## src/rtl/writeback_queue_if.sv

```systemverilog
// Request, register-file write-port and forwarding-lookup signals of the writeback queue.
// The master side is the producers/lookup logic; the slave side is the queue itself.
interface writeback_queue_if;
    logic        mem_valid;
    logic        mem_ready;
    logic [4:0]  mem_reg;
    logic [31:0] mem_data;
    logic        alu_valid;
    logic        alu_ready;
    logic [4:0]  alu_reg;
    logic [31:0] alu_data;
    logic        wb_hold;
    logic        RegWrite;
    logic [4:0]  WriteReg;
    logic [31:0] WriteData;
    logic [4:0]  ReadReg1;
    logic [4:0]  ReadReg2;
    logic        Fwd1Hit;
    logic        Fwd2Hit;
    logic [31:0] Fwd1Data;
    logic [31:0] Fwd2Data;

    modport master (
        output mem_valid, mem_reg, mem_data,
        output alu_valid, alu_reg, alu_data,
        output wb_hold, ReadReg1, ReadReg2,
        input  mem_ready, alu_ready,
        input  RegWrite, WriteReg, WriteData,
        input  Fwd1Hit, Fwd2Hit, Fwd1Data, Fwd2Data
    );

    modport slave (
        input  mem_valid, mem_reg, mem_data,
        input  alu_valid, alu_reg, alu_data,
        input  wb_hold, ReadReg1, ReadReg2,
        output mem_ready, alu_ready,
        output RegWrite, WriteReg, WriteData,
        output Fwd1Hit, Fwd2Hit, Fwd1Data, Fwd2Data
    );
endinterface

```

## src/rtl/writeback_queue.sv

```systemverilog
// Register-file writeback queue: arbitrates memory/ALU results into a circular FIFO,
// drains one registered write per cycle and forwards pending writes to two lookup ports.
module writeback_queue #(
    parameter int DEPTH = 4
) (
    input  logic             clk,
    input  logic             rst,
    writeback_queue_if.slave bus
);
    localparam int PW = $clog2(DEPTH);
    localparam int CW = $clog2(DEPTH + 1);

    typedef struct packed {
        logic [4:0]  rd;
        logic [31:0] data;
    } entry_t;

    entry_t        fifo_q [DEPTH];
    logic [PW-1:0] head_q, head_d;
    logic [PW-1:0] tail_q, tail_d;
    logic [CW-1:0] count_q, count_d;
    logic          reg_write_q, reg_write_d;
    logic [4:0]    write_reg_q, write_reg_d;
    logic [31:0]   write_data_q, write_data_d;

    logic          not_full;
    logic          mem_fire;
    logic          alu_fire;
    logic          push_en;
    logic          pop_en;
    logic [4:0]    push_reg;
    logic [31:0]   push_data;

    assign not_full      = count_q < CW'(DEPTH);
    assign bus.mem_ready = not_full;
    assign bus.alu_ready = not_full & ~bus.mem_valid;

    assign mem_fire  = bus.mem_valid & not_full;
    assign alu_fire  = bus.alu_valid & not_full & ~bus.mem_valid;
    assign push_reg  = mem_fire ? bus.mem_reg  : bus.alu_reg;
    assign push_data = mem_fire ? bus.mem_data : bus.alu_data;

    // Writes to the protected registers complete their handshake but never enter the queue.
    assign push_en = (mem_fire | alu_fire) & (push_reg != 5'd0) & (push_reg != 5'd31);
    assign pop_en  = (count_q != '0) & ~bus.wb_hold;

    // NOTE: every always_comb output gets a default first, so no path can infer a latch.
    always_comb begin
        head_d       = head_q;
        tail_d       = tail_q;
        count_d      = count_q;
        reg_write_d  = 1'b0;
        write_reg_d  = '0;
        write_data_d = '0;
        if (pop_en) begin
            head_d       = head_q + PW'(1);
            reg_write_d  = 1'b1;
            write_reg_d  = fifo_q[head_q].rd;
            write_data_d = fifo_q[head_q].data;
        end
        if (push_en) begin
            tail_d = tail_q + PW'(1);
        end
        case ({push_en, pop_en})
            2'b10:   count_d = count_q + CW'(1);
            2'b01:   count_d = count_q - CW'(1);
            default: count_d = count_q;
        endcase
    end

    // NOTE: sequential state uses non-blocking assignments so all registers update together.
    always_ff @(posedge clk or posedge rst) begin
        if (rst) begin
            head_q       <= '0;
            tail_q       <= '0;
            count_q      <= '0;
            reg_write_q  <= 1'b0;
            write_reg_q  <= '0;
            write_data_q <= '0;
        end else begin
            head_q       <= head_d;
            tail_q       <= tail_d;
            count_q      <= count_d;
            reg_write_q  <= reg_write_d;
            write_reg_q  <= write_reg_d;
            write_data_q <= write_data_d;
        end
    end

    // NOTE: the entry storage is not reset; count/head/tail alone define which entries are valid.
    always_ff @(posedge clk) begin
        if (push_en) begin
            fifo_q[tail_q] <= '{rd: push_reg, data: push_data};
        end
    end

    assign bus.RegWrite  = reg_write_q;
    assign bus.WriteReg  = write_reg_q;
    assign bus.WriteData = write_data_q;

    logic [1:0][4:0]  look_reg;
    logic [1:0]       look_hit;
    logic [1:0][31:0] look_data;
    logic [PW-1:0]    look_idx;

    assign look_reg = {bus.ReadReg2, bus.ReadReg1};

    // Scan oldest to youngest so a younger match overrides; the output register is the oldest write.
    always_comb begin
        look_idx  = head_q;
        look_hit  = '0;
        look_data = '0;
        for (int p = 0; p < 2; p++) begin
            if (reg_write_q && write_reg_q == look_reg[p]) begin
                look_hit[p]  = 1'b1;
                look_data[p] = write_data_q;
            end
            for (int i = 0; i < DEPTH; i++) begin
                look_idx = head_q + PW'(i);
                if (CW'(i) < count_q && fifo_q[look_idx].rd == look_reg[p]) begin
                    look_hit[p]  = 1'b1;
                    look_data[p] = fifo_q[look_idx].data;
                end
            end
            if (look_reg[p] == 5'd0 || look_reg[p] == 5'd31) begin
                look_hit[p]  = 1'b0;
                look_data[p] = '0;
            end
        end
    end

    assign bus.Fwd1Hit  = look_hit[0];
    assign bus.Fwd2Hit  = look_hit[1];
    assign bus.Fwd1Data = look_data[0];
    assign bus.Fwd2Data = look_data[1];
endmodule

```

## src/flat_wrapper.sv

```systemverilog
// flat-port wrapper written by rule: the top's interface ports become plain ports
module writeback_queue_flat 
#(
    parameter int DEPTH = 4
)
  (clk, rst, bus_mem_valid, bus_mem_reg, bus_mem_data, bus_alu_valid, bus_alu_reg, bus_alu_data, bus_wb_hold, bus_ReadReg1, bus_ReadReg2, bus_mem_ready, bus_alu_ready, bus_RegWrite, bus_WriteReg, bus_WriteData, bus_Fwd1Hit, bus_Fwd2Hit, bus_Fwd1Data, bus_Fwd2Data);
  writeback_queue_if bus_i ();
  input  logic clk;
  input  logic rst;
  input wire logic [$bits(bus_i.mem_valid)-1:0] bus_mem_valid;
  input wire logic [$bits(bus_i.mem_reg)-1:0] bus_mem_reg;
  input wire logic [$bits(bus_i.mem_data)-1:0] bus_mem_data;
  input wire logic [$bits(bus_i.alu_valid)-1:0] bus_alu_valid;
  input wire logic [$bits(bus_i.alu_reg)-1:0] bus_alu_reg;
  input wire logic [$bits(bus_i.alu_data)-1:0] bus_alu_data;
  input wire logic [$bits(bus_i.wb_hold)-1:0] bus_wb_hold;
  input wire logic [$bits(bus_i.ReadReg1)-1:0] bus_ReadReg1;
  input wire logic [$bits(bus_i.ReadReg2)-1:0] bus_ReadReg2;
  output wire logic [$bits(bus_i.mem_ready)-1:0] bus_mem_ready;
  output wire logic [$bits(bus_i.alu_ready)-1:0] bus_alu_ready;
  output wire logic [$bits(bus_i.RegWrite)-1:0] bus_RegWrite;
  output wire logic [$bits(bus_i.WriteReg)-1:0] bus_WriteReg;
  output wire logic [$bits(bus_i.WriteData)-1:0] bus_WriteData;
  output wire logic [$bits(bus_i.Fwd1Hit)-1:0] bus_Fwd1Hit;
  output wire logic [$bits(bus_i.Fwd2Hit)-1:0] bus_Fwd2Hit;
  output wire logic [$bits(bus_i.Fwd1Data)-1:0] bus_Fwd1Data;
  output wire logic [$bits(bus_i.Fwd2Data)-1:0] bus_Fwd2Data;
  assign bus_i.mem_valid = bus_mem_valid;
  assign bus_i.mem_reg = bus_mem_reg;
  assign bus_i.mem_data = bus_mem_data;
  assign bus_i.alu_valid = bus_alu_valid;
  assign bus_i.alu_reg = bus_alu_reg;
  assign bus_i.alu_data = bus_alu_data;
  assign bus_i.wb_hold = bus_wb_hold;
  assign bus_i.ReadReg1 = bus_ReadReg1;
  assign bus_i.ReadReg2 = bus_ReadReg2;
  assign bus_mem_ready = bus_i.mem_ready;
  assign bus_alu_ready = bus_i.alu_ready;
  assign bus_RegWrite = bus_i.RegWrite;
  assign bus_WriteReg = bus_i.WriteReg;
  assign bus_WriteData = bus_i.WriteData;
  assign bus_Fwd1Hit = bus_i.Fwd1Hit;
  assign bus_Fwd2Hit = bus_i.Fwd2Hit;
  assign bus_Fwd1Data = bus_i.Fwd1Data;
  assign bus_Fwd2Data = bus_i.Fwd2Data;
  writeback_queue #(.DEPTH(DEPTH)) u_core (.clk(clk), .rst(rst), .bus(bus_i));
endmodule
```

## config.mk

```make
export PLATFORM = sky130hd
export DESIGN_NAME = writeback_queue_flat
export DESIGN_NICKNAME = d
export VERILOG_FILES = /design/src/rtl/writeback_queue_if.sv /design/src/rtl/writeback_queue.sv /design/src/flat_wrapper.sv
export SDC_FILE = /design/constraint.sdc
export NUM_CORES = 1
export LEC_CHECK = 0
export CAP_MARGIN = 20
export CORE_MARGIN = 4
export CORE_UTILIZATION = 51
export DETAILED_ROUTE_END_ITERATION = 10
export PLACE_DENSITY_LB_ADDON = 0.12
export SYNTH_ARGS = -nofsm -noshare
export SYNTH_HDL_FRONTEND = slang
export SYNTH_SLANG_ARGS = --single-unit
```

## constraint.sdc

```tcl
create_clock -name clk -period 3.99 [get_ports clk]
set_clock_uncertainty 0.1 [all_clocks]
set_input_delay 1.197 -clock clk [delete_from_list [all_inputs] [get_ports clk]]
set_output_delay 1.197 -clock clk [all_outputs]
set_load 0.005 [all_outputs]
```

==> flow_metrics.tcl <==
# implementation run metrics
set metrics [dict create \
    status "finished with violations" \
    failed_checks "setup timing" \
    nNetsFinal 1649 \
    setup_viol 66 \
    fp_util 0.519 \
    wl_mm 61.9 \
    syn_area_um2 13500 \
    top_area_frac 0.329 \
    ir_drop_mv 0.435 \
    largestPowerGroup "combinational cells" \
    p_sw_frac 0.463 \
    drv_slew 0 \
    p_per_area_nw_per_um2 733 \
    arrival_ns 3.53 \
    fin_ws_ns -0.840 \
    ff_latch_area_um2 5580 \
    cp.required_ns 2.69 \
    synthArstFlopShare 0.233 \
    maxCapViolCount 0 \
    ant_nets 0 \
    yosys_area_um2 13500 \
    synthToLayoutAreaGrowth_pct 58.5 \
    syn_inst 1124 \
    ys_types 50 \
    portBuffers 194 \
]
worst max path at each step:
stage	startpoint	endpoint	slack, ns	cells after the start
floorplan	bus_ReadReg1[1]	bus_Fwd1Data[10]	-0.09	9
global placement	bus_ReadReg2[0]	bus_Fwd2Data[22]	-1.41	9
detailed placement	bus_ReadReg2[0]	bus_Fwd2Data[22]	-1.41	9
CTS	u_core.head_q[0]	bus_Fwd1Data[31]	-0.63	13
global route	u_core.head_q[0]	bus_Fwd1Data[16]	-0.91	11
finish	u_core.head_q[0]	bus_Fwd1Data[16]	-0.84	11
timing repair:
item | 4_1_cts | 5_1_grt
hold buffers | 0 | 0
pin swaps | 127 | 78
gates cloned | 14 | 3
gates resized | 564 | 162
endpoints found under the setup margin | 66 | 66
buffers inserted | 111 | 66
endpoints found under the hold margin | 0 | 0
cell usage after synthesis, drive strengths merged (5+ instances only):
cell / number
mux4: 51
o21ai: 36
ha: 9
clkbuf: 52
inv: 11
nor3: 6
dfrtp: 45
nand2: 73
mux2i: 168
xor2: 23
buf: 62
a221oi: 64
o31ai: 64
xnor2: 33
a32oi: 64
nor2: 73
nor4: 5
mux2: 66
and2: 41
nand3: 5
nand4: 6
edfxtp: 148
final cells by class:
cell class | instances | area share
Timing Repair Buffer | 519 | 0.253
Clock inverter | 13 | 0.00549
Tap cell | 335 | 0.0196
Sequential cell | 193 | 0.260
Clock buffer | 19 | 0.0202
Inverter | 12 | 0.00222
Multi-Input combinational cell | 808 | 0.439
critical path, stage by stage (launching register included):
cell,delay (ns)
dfrtp_4,0.51
buf_12,0.15
buf_6,0.13
mux4_2,0.48
xnor2_1,0.24
nand4_1,0.14
buf_6,0.15
o21ba_4,0.23
buf_12,0.14
a221oi_2,0.55
o31ai_4,0.18
buf_2,0.16
placed cells by master (no fill, tap or decap), drive strengths merged, types with 51 or more instances in the layout:
| cell | n |
|---|---|
| a221oi | 64 |
| mux4 | 51 |
| o31ai | 64 |
| buf | 392 |
| mux2 | 66 |
| clkdlybuf4s50 | 118 |
| nor2 | 73 |
| a32oi | 64 |
| edfxtp | 148 |
| nand2 | 73 |
| mux2i | 168 |
stage by stage:
step	setup TNS (ns)	power, uW	hold slack [ns]
after floorplan	-2.82	7820	0.414
after global placement	-78.68	10700	0.448
after detailed placement	-79.89	10800	0.474
after CTS	-35.00	13800	0.498
after global routing	-47.64	16100	0.566
final	-43.71	15700	0.533
state kept, by name (all words and copies together) (netlist names):
| register | count |
|---|---|
| u_core.bus.WriteData | 32 |
| u_core.count_q | 3 |
| u_core.fifo_q | 148 |
| u_core.tail_q | 2 |
| u_core.head_q | 2 |
| u_core.bus.RegWrite | 1 |
| u_core.bus.WriteReg | 5 |
kinds of logic (layout without fill, tap and decap cells):
logic type / count (synthesis) / count (layout) / share of synthesized area
XOR/XNOR: 56 / 56 / 0.0368
AND-OR/OR-AND: 237 / 239 / 0.155
buffers and inverters: 126 / 563 / 0.0461
adder cells (fa/ha/maj): 9 / 9 / 0.00833
multiplexers: 285 / 285 / 0.267
AND/OR/NAND/NOR: 218 / 219 / 0.0748
flip-flops: 193 / 193 / 0.412
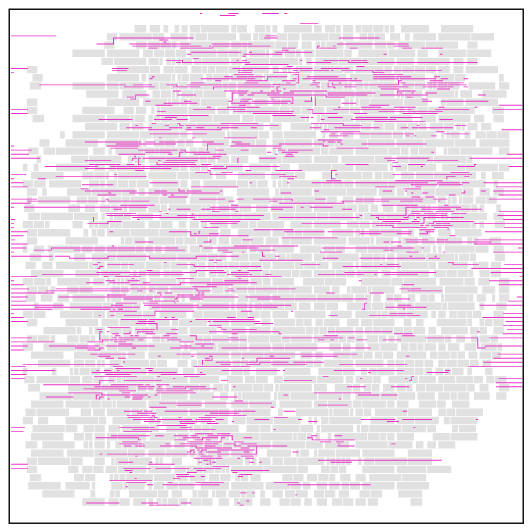
Fig. 1. Metal 3.
(3 px per um)
longest straight run: 60.0 um
share of all routed wire: 12%

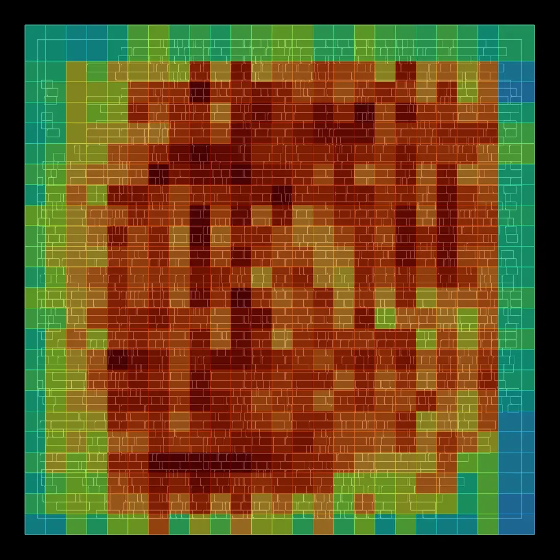
Fig. 2. Congestion heat map.
Top Usage Layer GRT: met2
GR Util met1: 0.427
wire per inst: 32.6 um
met3 usage: 0.0735
Layout Utilization: 0.822

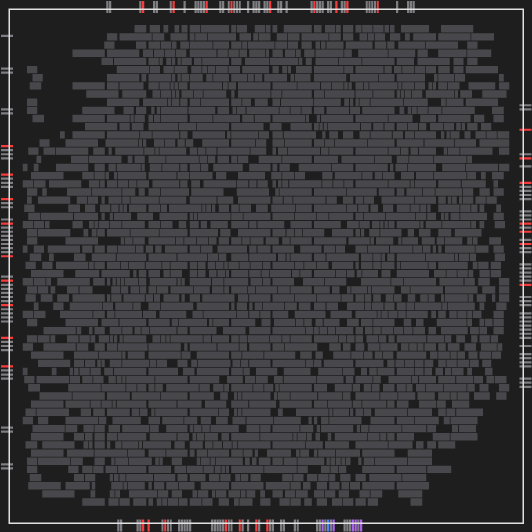
Fig. 3. Pin placement.
(3 px per um) Pins as bars across the die edge, other pins in grey.
[`bus_alu_ready`] blue | pins: 1 | direction: output | edge: bottom
[`bus_Fwd1Data`] red | pins: 32 | direction: output | edge: 9 top, 9 left, 7 right, 7 bottom
[`bus_alu_reg`] purple | pins: 5 | direction: input | edge: bottom
all pins by edge: 51 top, 50 left, 49 bottom, 45 right

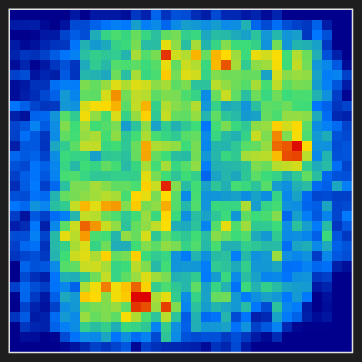
Fig. 4. Wiring heat map.
(2 px per um) The die is cut into 34 by 34 equal tiles; dark blue is low, red is high, scaled to the fullest tile. Values are wire area over tile area, all layers added.
mean over tiles: 0.38
nearly empty tiles: 6.9%
fullest tile: 1.0
tiles over half the peak: 31%

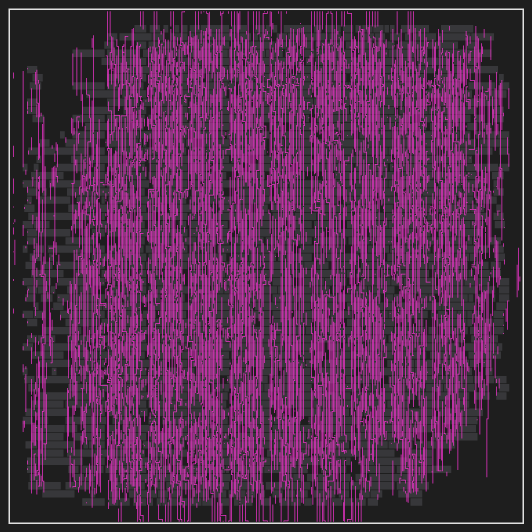
Fig. 5. The metal 2 layer.
(3 px per um)
longest straight run: 51.0 um
share of all routed wire: 46%

Power and IR drop assume default switching activity.
